run_1/clock_nets.png
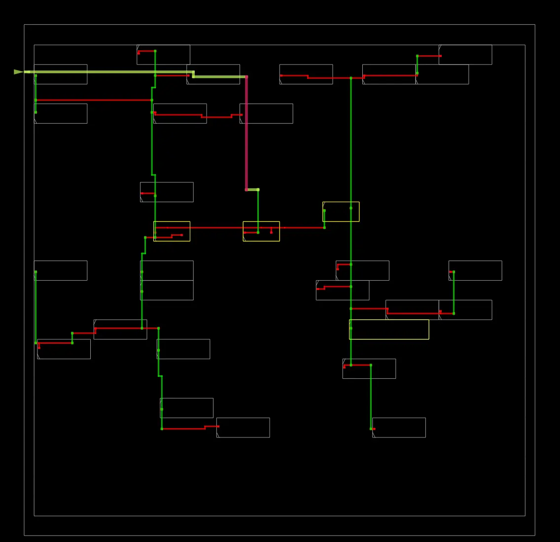
run_1/util_map.png
(6 px per µm) The die is cut into 7 by 7 equal tiles; white is low, dark blue is high, 0 to 100% covered.
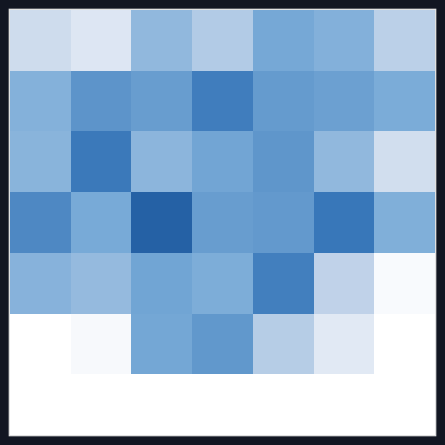
run_1/clock_wires.png
(6 px per µm)
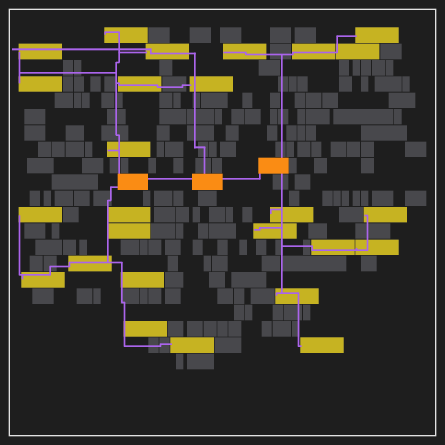
run_1/m1.png
(4 px per µm) Supply wires on this layer in grey.
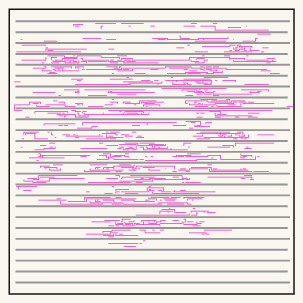
$ cat src/rtl/shot_fire_ctrl.sv
// Fire-key trigger for the player shot: frame-rate debounce, one shot in flight, reload delay.
// Optional build macro SHOT_AUTOFIRE_EN: holding the key re-fires once per flight+reload period.
module shot_fire_ctrl #(
  parameter int unsigned DEBOUNCE_FRAMES   = 2,
  parameter int unsigned RELOAD_FRAMES     = 60,
  parameter int unsigned MAX_FLIGHT_FRAMES = 90
) (
  input  logic       clk,
  input  logic       reset,
  input  logic       startOfFrame,
  input  logic       fire_key,
  input  logic       game_enable,
  input  logic       fireCollision,
  output logic       fire_pressed,
  output logic       shot_ready,
  output logic [7:0] reload_count
);

  localparam int unsigned DB_W  = 4;
  localparam int unsigned CNT_W = 8;

  localparam logic [DB_W-1:0]  DB_LIMIT     = DB_W'(DEBOUNCE_FRAMES);
  localparam logic [CNT_W-1:0] RELOAD_LOAD  = CNT_W'(RELOAD_FRAMES);
  localparam logic [CNT_W-1:0] FLIGHT_LIMIT = CNT_W'(MAX_FLIGHT_FRAMES);

  typedef enum logic [1:0] {
    ST_READY  = 2'd0,
    ST_FLIGHT = 2'd1,
    ST_RELOAD = 2'd2
  } state_e;

  state_e           state_q, state_d;
  logic [DB_W-1:0]  db_cnt_q, db_cnt_d, db_inc;
  logic             key_db_q, key_db_d;
  logic             release_seen_q, release_seen_d;
  logic [CNT_W-1:0] flight_cnt_q, flight_cnt_d, flight_inc;
  logic [CNT_W-1:0] reload_q, reload_d;
  logic             fire_pressed_q, fire_pressed_d;
  logic             shot_ready_q, shot_ready_d;
  logic             db_rise, release_set, fire_req;

  // Debounce: the key level only changes after DEBOUNCE_FRAMES agreeing frame samples.
  always_comb begin
    db_cnt_d    = db_cnt_q;
    key_db_d    = key_db_q;
    db_rise     = 1'b0;
    release_set = 1'b0;
    db_inc      = db_cnt_q + DB_W'(1);
    if (startOfFrame) begin
      if (fire_key != key_db_q) begin
        if (db_inc >= DB_LIMIT) begin
          key_db_d = ~key_db_q;
          db_cnt_d = '0;
          db_rise  = ~key_db_q;
        end else begin
          db_cnt_d = db_inc;
        end
      end else begin
        db_cnt_d = '0;
      end
      // A release only counts once the key is actually read low, so a key held through reset cannot fire.
      release_set = ~fire_key & ~key_db_d;
    end
  end

`ifdef SHOT_AUTOFIRE_EN
  assign fire_req = startOfFrame & key_db_d & release_seen_q;
`else
  assign fire_req = db_rise & release_seen_q;
`endif

  // Shot lifecycle: READY -> FLIGHT (until hit or timeout) -> RELOAD (frame countdown) -> READY.
  always_comb begin
    state_d        = state_q;
    flight_cnt_d   = flight_cnt_q;
    reload_d       = reload_q;
    fire_pressed_d = 1'b0;
    release_seen_d = release_seen_q | release_set;
    flight_inc     = flight_cnt_q + CNT_W'(1);

    unique case (state_q)
      ST_READY: begin
        if (fire_req && game_enable) begin
          state_d        = ST_FLIGHT;
          fire_pressed_d = 1'b1;
          flight_cnt_d   = '0;
          release_seen_d = 1'b0;
        end
      end
      ST_FLIGHT: begin
        if (fireCollision || (startOfFrame && (flight_inc == FLIGHT_LIMIT))) begin
          state_d      = ST_RELOAD;
          flight_cnt_d = '0;
          reload_d     = RELOAD_LOAD;
        end else if (startOfFrame) begin
          flight_cnt_d = flight_inc;
        end
      end
      ST_RELOAD: begin
        if (startOfFrame) begin
          if (reload_q <= CNT_W'(1)) begin
            state_d  = ST_READY;
            reload_d = '0;
          end else begin
            reload_d = reload_q - CNT_W'(1);
          end
        end
      end
      default: begin
        state_d      = ST_READY;
        flight_cnt_d = '0;
        reload_d     = '0;
      end
    endcase

`ifdef SHOT_AUTOFIRE_EN
    release_seen_d = 1'b1;
`endif

    shot_ready_d = (state_d == ST_READY);
  end

  always_ff @(posedge clk) begin
    if (reset) begin
      state_q        <= ST_READY;
      db_cnt_q       <= '0;
      key_db_q       <= 1'b0;
      release_seen_q <= 1'b0;
      flight_cnt_q   <= '0;
      reload_q       <= '0;
      fire_pressed_q <= 1'b0;
      shot_ready_q   <= 1'b1;
    end else begin
      state_q        <= state_d;
      db_cnt_q       <= db_cnt_d;
      key_db_q       <= key_db_d;
      release_seen_q <= release_seen_d;
      flight_cnt_q   <= flight_cnt_d;
      reload_q       <= reload_d;
      fire_pressed_q <= fire_pressed_d;
      shot_ready_q   <= shot_ready_d;
    end
  end

  assign fire_pressed = fire_pressed_q;
  assign shot_ready   = shot_ready_q;
  assign reload_count = reload_q;

endmodule

$ cat config.mk
export PLATFORM = sky130hd
export DESIGN_NAME = shot_fire_ctrl
export DESIGN_NICKNAME = d
export VERILOG_FILES = /design/src/rtl/shot_fire_ctrl.sv
export SDC_FILE = /design/constraint.sdc
export NUM_CORES = 1
export LEC_CHECK = 0
export CORE_UTILIZATION = 35
export DETAILED_ROUTE_END_ITERATION = 6
export SYNTH_ARGS = -nofsm -noshare
export SYNTH_HDL_FRONTEND = slang
export SYNTH_SLANG_ARGS = --single-unit
$ cat constraint.sdc
create_clock -name clk -period 3.4 [get_ports clk]
set_clock_uncertainty 0.15 [all_clocks]
set_input_delay 0.34 -clock clk [delete_from_list [all_inputs] [get_ports clk]]
set_output_delay 0.34 -clock clk [all_outputs]
set_load 0.03 [all_outputs]
==> run_results.csv, run 1 <==
group,metric,value,unit
finish,final_cells,264,
detailed_routing,wl_met3,65,µm
die,ios,16,
clocking,cts-htree-levels,1,
setup_path,cp_top_family,"AND-OR/OR-AND gates",
yosys,ys_cells,196,
finish,nets,229,
setup_path,end_kind,"flip-flop",
die,std_cell_rows,24,
clocking,post_cts_buffers,0,
finish,area_delta_synth_final,16.8,%
die,fp.coreArea,4440,µm²
grt,grt_first_pass_wirelength,6.07,mm
setup_path,start_kind,"flip-flop",
finish,fin_area,1940,µm²
finish,seq_area,520,µm²
yosys,synth_flops,26,
yosys,top_area_cell,"dfxtp_1",
yosys,ys_sh_adder,0.0755,
sta,hold-worst-slack,351,ps
die,die-area,5020,µm²
sta,slew_headroom,0.534,
placed_design,gp_congestion,0.813,
worst_hold_path,hold_depth,1,
die,die_h,70.8,µm
job,warnings,32,
finish,final_layout_top_logic_cells,"dfxtp_1, inv_1, clkdlybuf4s50_1",
placed_design,port-buffer-count,15,
setup_path,criticalPathCategory,"flip-flop to flip-flop",
yosys,synthAoiAreaFrac,0.278,
detailed_routing,wl_met1,1.83,mm
sta,worst_pin_slew,697,ps
grt,grt_busiest_layer,"met2",
clocking,clockRootBuffer,"clkbuf_8",
finish,comb_area,1050,µm²
finish,final-nonclk-buf-share,0.0814,
worst_hold_path,hold_end,"db_cnt_q[2]",
sta,drv_slew,0,
setup_path,ff2ff_setup_slack,1110,ps
finish,seq_share,0.269,
power,total_power,0.604,mW
setup_path,cp_data_required_time,3430,ps
finish,largest_class,"logic gates",
power,leakage,0.714,nW
worst_hold_path,hold_start,"db_cnt_q[2]",
die,fp_util,0.373,
setup_path,crit_chain,"inv_1 -> ha_1 -> nand2b_1 -> nor4_4 -> o31a_1 -> a211oi_1 -> o32ai_1",
sta,fin_crit_sh,0.673,
detailed_routing,routed-via-count,1457,
power,power_density,312,nW/µm²
sta,fin_crit,2290,ps
sta,finalWorstSetupSlack,1110,ps
detailed_routing,ant_nets,0,
yosys,ys_sh_mux,0,
setup_path,cp-endpoint,"flight_cnt_q[3]",
detailed_routing,first_iter_violations,117,
setup_path,worst-path-buf-inv,1,
sta,setup_viol,0,
grt,grt_usage,0.150,
detailed_routing,routed_wl,3.57,mm
die,die_w,70.8,µm
sta,hold_viol,0,
clocking,cts_hold_buf,0,
clocking,ctsResizeCount,0,
yosys,avgSynthCellArea,8.46,µm²
clocking,cts_tree,"built",
run_status,outcome,"finished clean",
worst_hold_path,hold_class,"flip-flop to flip-flop",
grt,grt_max_degree,25,
finish,buffers,16,
setup_path,worstSetupStartpoint,"db_cnt_q[1]",
finish,clk_share,0.0368,
power,ir_drop,0.249,mV
yosys,syn_inst,196,
finish,final_util,0.436,
setup_path,worstPathArrival,2320,ps
clocking,clockBufferDepth,2,
yosys,synthTopCellsByArea,"dfxtp_1, ha_1, inv_1",
yosys,yosysWarnings,0,
grt,antenna_found_initial,0,
grt,met1_usage,0.198,
yosys,synth_top_area_share,0.314,
Back to the opening pictures, clock_nets.png:
clk pwr: 0.258 mW
CTS buffer count: 3
Late-Pin Clk Latency: 270 ps
final sequential cell count: 26
clock buf count: 3

Back to the opening pictures, util_map.png:
fullest tile: 80%
tiles over 75% full: 2.0%
emptiest ninth of the die: south-east
mean over tiles: 37%
nearly empty tiles: 18%

Back to the opening pictures, clock_wires.png:
legend:
  flip-flops:
    colour: yellow
    count: 26
  clock-net drivers:
    colour: orange
    count: 3
  clock wires:
    colour: purple
    length: 332 µm
routed clock nets: 4
flops lie: widely spread

Back to the opening pictures, m1.png:
wire length on this layer: 1830 µm
main direction: horizontal

==> run 1: where the power goes <==
group | total, mW | switching (mW) | internal [mW]
clock network | 0.258 | 0.100 | 0.157
logic | 0.0366 | 0.0220 | 0.0145
registers | 0.310 | 0.00256 | 0.307
total | 0.604 | 0.125 | 0.479
==> run 1: state kept, by name, indices dropped and copies added, names as in the netlist <==
name,cells
flight_cnt_q,8
reload_count,8
db_cnt_q,4
state_q,2
fire_pressed,1
key_db_q,1
release_seen_q,1
shot_ready,1
==> run 1: cells in the mapped netlist, drive strengths merged, types with 4 or more instances <==
library cell and instances:
dfxtp 26, inv 18, nor2 14, a21oi 12
nand2 12, ha 10, nand3 10, o21ai 9
nor3 8, o32ai 6, or3 6, a211oi 5
and2 5, nor4 5, o31ai 5, o211ai 4
o41ai 4
==> run 2: changes to the inputs <==
==> constraint.sdc (replaced) <==
create_clock -name clk -period 2 [get_ports clk]
set_clock_uncertainty 0.15 [all_clocks]
set_input_delay 0.2 -clock clk [delete_from_list [all_inputs] [get_ports clk]]
set_output_delay 0.2 -clock clk [all_outputs]
set_load 0.03 [all_outputs]
run_2/m1.png
(4 px per µm) Supply wires on this layer in grey.
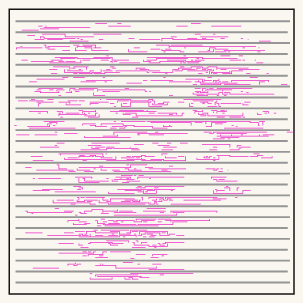
share of all routed wire: 45%
nets with wire on the layer: 259
M1 GR Usage: 0.236
Vias: 1780
Routed WL: 4.74 mm

run_2/clock_wires.png
(6 px per µm)
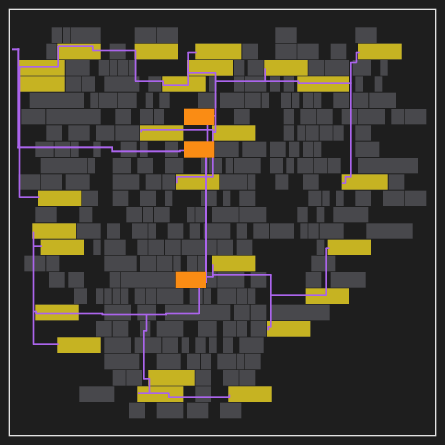
legend:
  flip-flops:
    colour: yellow
    count: 26
  clock-net drivers:
    colour: orange
    count: 3
  clock wires:
    colour: purple
    length: 376 µm
routed clock nets: 4
clock power share: 0.421
Late-Pin Clk Latency: 280 ps

==> run 2 against run 1 <==
  * The flow now finishes with violations (negative setup slack)
  * Via count up 22%
  * Count of clock-buffer cells in the layout did not move
  * Total power rose by 78%
  * Fmax grew 11%
  * Final area grew 30%
  * Setup slack lost 1200 ps
  * Die size is the same
  * Register-to-register slack got worse by 1200 ps
  * Synthesized cell count stayed put
==> run_results.csv, run 2 <==
group,metric,value,unit
yosys,top_area_cell,"dfxtp_1",
clocking,clockBufferDepth,2,
worst_hold_path,hold_class,"flip-flop to flip-flop",
power,combPwrFrac,0.090,
power,ir_drop,0.269,mV
yosys,most_common_cell,"dfxtp_1",
worst_hold_path,hold_start,"db_cnt_q[2]",
setup_path,worstSetupStartpoint,"db_cnt_q[1]",
worst_hold_path,hold_end,"db_cnt_q[2]",
power,pg_seq,0.527,mW
placed_design,port-buffer-count,15,
clocking,cts-htree-levels,1,
placed_design,gp_congestion,0.803,
yosys,synth_flops,26,
die,die-area,5020,µm²
sta,worst_pin_slew,388,ps
sta,fin_crit,2060,ps
yosys,synthTopCellsByArea,"dfxtp_1, ha_1, inv_1",
die,fp.coreArea,4440,µm²
finish,nets,280,
power,leakage,0.996,nW
yosys,synthAoiAreaFrac,0.278,
setup_path,ff2ff_setup_slack,-60,ps
power,p_sw_frac,0.223,
setup_path,worstPathArrival,2100,ps
finish,seq_share,0.212,
setup_path,cp-endpoint,"flight_cnt_q[2]",
finish,seq_area,533,µm²
grt,grt_first_pass_wirelength,7.84,mm
setup_path,criticalPathCategory,"flip-flop to flip-flop",
finish,clk_share,0.0283,
yosys,syn_inst,196,
sta,finalWorstSetupSlack,-55.2,ps
finish,final-nonclk-buf-share,0.223,
clocking,clockRootBuffer,"clkbuf_8",
run_status,violations,"negative setup slack",
yosys,ys_cells,196,
yosys,synth_top_area_share,0.314,
die,std_cell_rows,24,
finish,area_delta_synth_final,52.0,%
run_status,outcome,"finished with violations",
grt,grt_max_degree,16,
grt,grt_usage,0.192,
detailed_routing,first_iter_violations,117,
clocking,post_cts_buffers,4,
sta,fin_crit_sh,1.03,
power,p_comb,0.0968,mW
worst_hold_path,hold_depth,1,
setup_path,end_kind,"flip-flop",
die,die_h,70.8,µm
setup_path,cp_data_required_time,2040,ps
clocking,ctsResizeCount,15,
grt,antenna_found_initial,0,
sta,setup_viol,3,
sta,drv_slew,0,
setup_path,start_kind,"flip-flop",
yosys,yosysWarnings,0,
finish,comb_area,1210,µm²
finish,buffers,67,
clocking,cts_tree,"built",
yosys,avgSynthCellArea,8.46,µm²
die,die_w,70.8,µm
power,p_clk,0.452,mW
yosys,ys_sh_adder,0.0755,
clocking,cts_made_buffers,3,
==> run 2: cell counts after synthesis <==
Identical to the previous run, type by type.
==> run 2: per-stage QoR <==
step	utilization	instance area, µm²	total power [mW]	instances	hold WS [ps]
2_1_floorplan	-	1670	0.575	196	129
3_3_place_gp	0.496	2200	0.616	304	308
3_5_place_dp	0.496	2200	0.616	304	313
4_1_cts	0.536	2380	1.08	312	333
5_1_grt	0.567	2520	1.11	315	370
6_report	0.567	2520	1.08	315	353
==> run 2: metal layers <==
metal | vias to the layer above | global-route usage | wire length, µm
li1 | 878 | - | -
met1 | 861 | 0.236 | 2140
met2 | 35 | 0.353 | 2430
met3 | 6 | 0.0214 | 125
met4 | 0 | 0.0578 | 48
met5 | - | 0 | 0
Power and IR drop assume default switching activity.
